<file path="config.mk">
export PLATFORM = sky130hd
export DESIGN_NAME = pattern_editor
export DESIGN_NICKNAME = d
export VERILOG_FILES = /design/src/rtl/pattern_editor.sv
export SDC_FILE = /design/constraint.sdc
export NUM_CORES = 1
export LEC_CHECK = 0
export CORE_MARGIN = 5
export CORE_UTILIZATION = 50
export CTS_CLUSTER_DIAMETER = 80
export DETAILED_ROUTE_END_ITERATION = 8
export GPL_TIMING_DRIVEN = 1
export PLACE_DENSITY = 0.71
export SYNTH_ARGS = -nofsm -noshare
export SYNTH_HDL_FRONTEND = slang
export SYNTH_SLANG_ARGS = --single-unit
</file>
<file path="constraint.sdc">
create_clock -name clk -period 4 [get_ports clk]
set_input_delay 0.4 -clock clk [delete_from_list [all_inputs] [get_ports clk]]
set_output_delay 0.4 -clock clk [all_outputs]
set_load 0.02 [all_outputs]
</file>
<file path="src/rtl/pattern_editor.sv">
// Step-sequencer pattern editor: five debounced buttons move a cursor and edit 4-bit pitches.
// Latency: raw button edge -> press event 2+DEBOUNCE_CYCLES+1 cycles; event -> beats/cursor next edge.
// Backpressure: none; button events are applied unconditionally the cycle they occur.
module pattern_editor #(
    parameter int NUM_BEATS       = 16,
    parameter int DEBOUNCE_CYCLES = 120_000
) (
    input  logic                         clk,
    input  logic                         rst,
    input  logic                         btn_next,
    input  logic                         btn_prev,
    input  logic                         btn_up,
    input  logic                         btn_down,
    input  logic                         btn_clear,
    output logic [NUM_BEATS*4-1:0]       beats,
    output logic [$clog2(NUM_BEATS)-1:0] cursor,
    output logic [3:0]                   cursor_pitch,
    output logic                         edit_pulse
);

    localparam int CUR_W = $clog2(NUM_BEATS);
    localparam int CNT_W = $clog2(DEBOUNCE_CYCLES + 1);
    localparam int NB    = 5;

    // Button index map: 0 next, 1 prev, 2 up, 3 down, 4 clear
    localparam int B_NEXT  = 0;
    localparam int B_PREV  = 1;
    localparam int B_UP    = 2;
    localparam int B_DOWN  = 3;
    localparam int B_CLEAR = 4;

    logic [NB-1:0]    raw;
    logic [NB-1:0]    sync_a;
    logic [NB-1:0]    sync_b;
    logic [NB-1:0]    stable;
    logic [NB-1:0]    stable_q;
    logic [NB-1:0]    press;
    logic [CNT_W-1:0] cnt [NB];

    logic [NUM_BEATS*4-1:0] beats_d;
    logic [CUR_W-1:0]       cursor_d;
    logic [3:0]             pitch;
    logic                   edit;

    assign raw = {btn_clear, btn_down, btn_up, btn_prev, btn_next};

    // Synchronize, debounce and edge-detect every button; a press is the registered 0->1 of the stable level
    always_ff @(posedge clk) begin
        if (rst) begin
            sync_a   <= '0;
            sync_b   <= '0;
            stable   <= '0;
            stable_q <= '0;
            press    <= '0;
            for (int i = 0; i < NB; i++) cnt[i] <= '0;
        end else begin
            sync_a   <= raw;
            sync_b   <= sync_a;
            stable_q <= stable;
            press    <= stable & ~stable_q;
            for (int i = 0; i < NB; i++) begin
                if (sync_b[i] == stable[i]) begin
                    cnt[i] <= '0;
                end else if (cnt[i] == CNT_W'(DEBOUNCE_CYCLES - 1)) begin
                    stable[i] <= ~stable[i];
                    cnt[i]    <= '0;
                end else begin
                    cnt[i] <= cnt[i] + CNT_W'(1);
                end
            end
        end
    end

    assign pitch        = beats[{cursor, 2'b00} +: 4];
    assign cursor_pitch = pitch;

    // Apply this cycle's events: pitch edit lands on the current step before the cursor moves
    always_comb begin
        beats_d  = beats;
        cursor_d = cursor;
        edit     = 1'b0;
        if (press[B_CLEAR]) begin
            beats_d = '0;
            edit    = 1'b1;
        end else if (press[B_UP] && !press[B_DOWN]) begin
            beats_d[{cursor, 2'b00} +: 4] = pitch + 4'd1;
            edit                          = 1'b1;
        end else if (press[B_DOWN] && !press[B_UP]) begin
            beats_d[{cursor, 2'b00} +: 4] = pitch - 4'd1;
            edit                          = 1'b1;
        end
        if (press[B_NEXT] && !press[B_PREV]) begin
            cursor_d = cursor + CUR_W'(1);
        end else if (press[B_PREV] && !press[B_NEXT]) begin
            cursor_d = cursor - CUR_W'(1);
        end
    end

    // Pattern, cursor and edit strobe registers
    always_ff @(posedge clk) begin
        if (rst) begin
            beats      <= '0;
            cursor     <= '0;
            edit_pulse <= 1'b0;
        end else begin
            beats      <= beats_d;
            cursor     <= cursor_d;
            edit_pulse <= edit;
        end
    end

endmodule
</file>
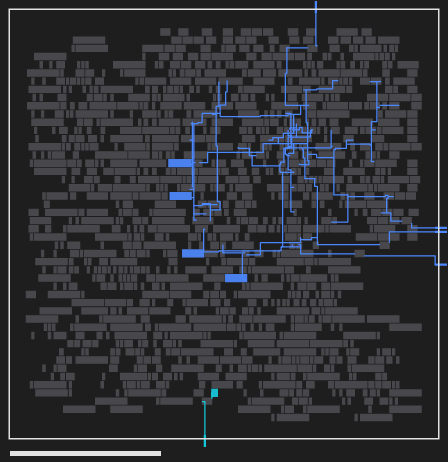
**Above:** port wiring.
Scale bar: 50 um.
blue -> cursor  # direction output, end cells 4, wire 870 um
cyan -> btn_next  # direction input, end cells 1, wire 14.7 um
Ports: 80
Port Buffer Count: 79

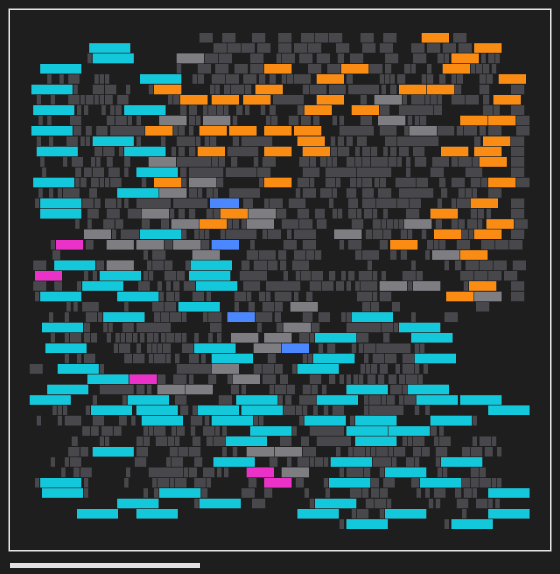
**Above:** sequential cells grouped by signal name.
Scale bar: 50 um. Other sequential cells in the stronger gray, the rest of the logic in the fainter gray.
magenta -> sync_a  # placed flops 5
orange -> beats  # placed flops 48
cyan -> cnt  # placed flops 85, where spread over the die
blue -> cursor  # placed flops 4, where center
not colored = 37

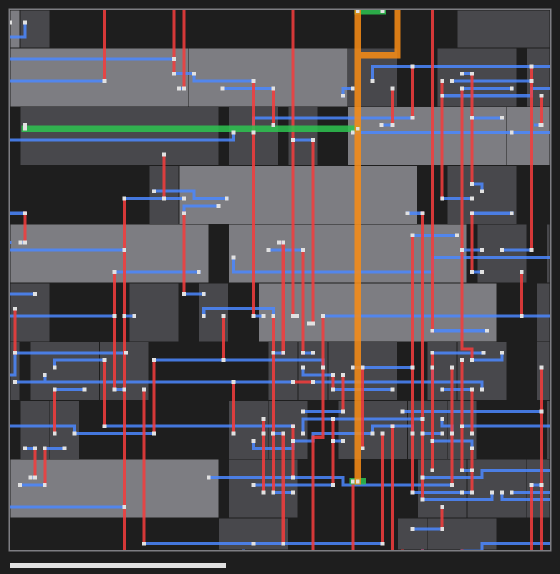
**Above:** layout detail.
Scale bar: 10 um. Region (23, 23) to (48, 48) um. Cells in gray, sequential cells in the stronger gray; small squares are vias.
red -> M2
orange -> M4
green -> M3
blue -> M1
netlist names of flops here include = cnt (6)
cells with their middle in the window = 41
sequential cells in the window = 8
most frequent = edfxtp_1 (6), nor2_1 (5), conb_1 (5)

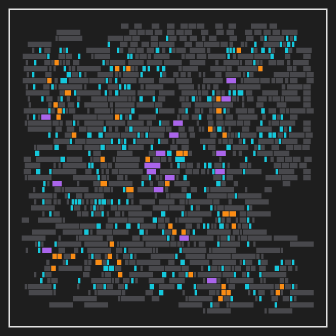
**Above:** logic cells by family.
orange -> and/or cells  # cells 45, most used and3_1
cyan -> nor cells  # cells 237, most used nor2_1, where spread over the die
purple -> fa/ha/maj cells  # cells 16, most used ha_1
Comb area share: 0.409
non-filler cells in the finished layout: 1,269
highest-count logic cell in the final layout: nor2_1

==> flow_summary_export.csv <==
group,metric,value,unit
sta,final_max_slew_viol_count,0,
layout,buffers,87,
sta,hold_viol,0,
critical_path,crit_family,"buffers and inverters",
synthesis,top_cell_area_share,0.293,
critical_path,cp-end-kind,"output pin",
clocking,cts.path.max_buffers,2,
place,pre_cts_slack,0.724,ns
layout,largest_reg_flops,85,
global_routing,grt_first_pass_wirelength,31700,um
synthesis,syn_inst,876,
power_and_ir_drop,swShare,0.215,
layout,area_delta_synth_final,21.5,%
place,placed_cell_area,0.00997,mm^2
die,fp_util,0.507,
global_routing,track_usage,0.196,
die,fp.dieH,142,um
synthesis,ys_seq_elements,179,
layout,largestRegisters,"cnt: 85 flops, beats: 48 flops",
synthesis,synth_warnings,0,
synthesis,synth_seq_share,0.510,
sta,setup_viol,0,
power_and_ir_drop,vdd_drop_max,0.290,mV
power_and_ir_drop,power_switching,0.817,mW
global_routing,grt_max_degree,51,
layout,final_util,0.615,
global_routing,met2_usage,0.321,
synthesis,ys_cells,876,
layout,nets,1054,
place,dp.cells,1237,
power_and_ir_drop,finalPower,3.80,mW
detailed_routing,firstDrtPassIters,6,
global_routing,busiest_layer,"met2",
sta,finalCriticalPeriod,3.51,ns
layout,combGateArea,0.00433,mm^2
place,globalplace.congestion,0.956,
critical_path,worst-setup-path-type,"reg2out",
layout,diodes,0,
synthesis,yosysMostFrequentCell,"nor2_1",
min_path,hold_class,"reg2reg",
power_and_ir_drop,power.internal,2.98,mW
critical_path,cp.required,3.60,ns
synthesis,topCellsByArea,"edfxtp_1 29%, dfxtp_1 22%, nor2_1 7.7%",
detailed_routing,num_vias,6696,
global_routing,use_met3,0.0361,
job,warnings,30,
global_routing,gr-usage-met1,0.254,
layout,register_area,0.00444,mm^2
detailed_routing,wl_met3,1070,um
critical_path,r2r_cells,12,
layout,layout_top_cells,"178 x nor2_1, 93 x dfxtp_1, 85 x edfxtp_1, 85 x conb_1, 79 x clkdlybuf4s50_1",
critical_path,reg2reg_from,"cursor[1]$_SDFFE_PP0P_",
min_path,whs_path_depth,1,
detailed_routing,routed_wl,19300,um
sta,fin_worst_skew,0.0111,ns
clocking,post_cts_buffers,0,
critical_path,r2r_end,"beats[58]$_SDFFE_PP0P_",
power_and_ir_drop,p_seq_frac,0.526,
critical_path,cpPeakStageDelay,0.73,ns
outcome,status,"finished, final reports clean",
detailed_routing,wl_met1,8540,um
power_and_ir_drop,p_comb,0.0964,mW
critical_path,timing.critical_path.buf_inv,2,
clocking,cts-root-buf,"clkbuf_16",
synthesis,ys_sh_aoi,0.0693,
global_routing,antenna_found_initial,0,
synthesis,ff_type,"dfxtp_1",
die,dieArea,0.0201,mm^2
place,dp.final_hpwl,13700,um
layout,stdcell_area,0.0106,mm^2
clocking,insertion_delay,0.43,ns
clocking,cts-resized-gates,0,
power_and_ir_drop,leakage,3.75,nW
global_routing,gr-total-overflow,0,
clocking,cts.sinks,179,
sta,whs,0.381,ns
detailed_routing,viasPerCell,5.28,
detailed_routing,wl_met2,9040,um
power_and_ir_drop,p_clk,1.70,mW
power_and_ir_drop,combPwrFrac,0.025,
die,die_x,142,um
synthesis,synth-async-reset-ratio,0,
clocking,cts-htree-levels,4,
power_and_ir_drop,p_seq,2.00,mW
layout,inverters,19,
synthesis,mux_area_frac,0.0552,
synthesis,syn-cell-area,0.00870,mm^2
clocking,cts-buffers-inserted,17,
synthesis,top_cells_by_count,"178 x nor2_1, 94 x dfxtp_1, 85 x edfxtp_1",
synthesis,ys_sh_simple,0.225,
sta,fin_ws,0.490,ns
power_and_ir_drop,power_frac_clock,0.449,
critical_path,path_max_fanout,14,
synthesis,ys_chip_area,0.00870,mm^2
sta,max_freq,285,MHz
sta,tightest_slew,0.990,ns
die,fp.coreArea,0.0172,mm^2
min_path,min_from,"stable_q[4]$_SDFF_PP0_",
clocking,clk_pin_slew,0.06,ns
layout,nMultiInputCombCells,727,
layout,seq_share,0.420,
min_path,min_to,"press[4]$_SDFF_PP0_",
synthesis,topCombFamilyByArea,"simple AND/OR/NAND/NOR gates",
die,taps,225,
layout,nFillCells,1508,
synthesis,xor_share,0.0874,
clocking,ctsHoldBuffers,0,
detailed_routing,drc,0,
critical_path,crit_path_start_kind,"flop",
critical_path,cp.depth,6,
sta,tns,0,ns
critical_path,cp_cell_sequence,"buf_4, nand2b_1, o221ai_1, o22ai_1, nor2_1, clkdlybuf4s50_1",
layout,final-nonclk-buf-share,0.0805,
critical_path,cp-endpoint,"cursor_pitch[3]",
sta,rsz0062_at_grt,"false",
job,drv_cap,0,
critical_path,cp_slowest_cell,"dfxtp_1",
sta,min_period_over_period,0.877,
layout,clockNetworkAreaShare,0.0572,
critical_path,rrSetupSlack,0.67,ns
detailed_routing,detail_route.wl_per_cell,15.2,um
Power and IR drop assume default switching activity.
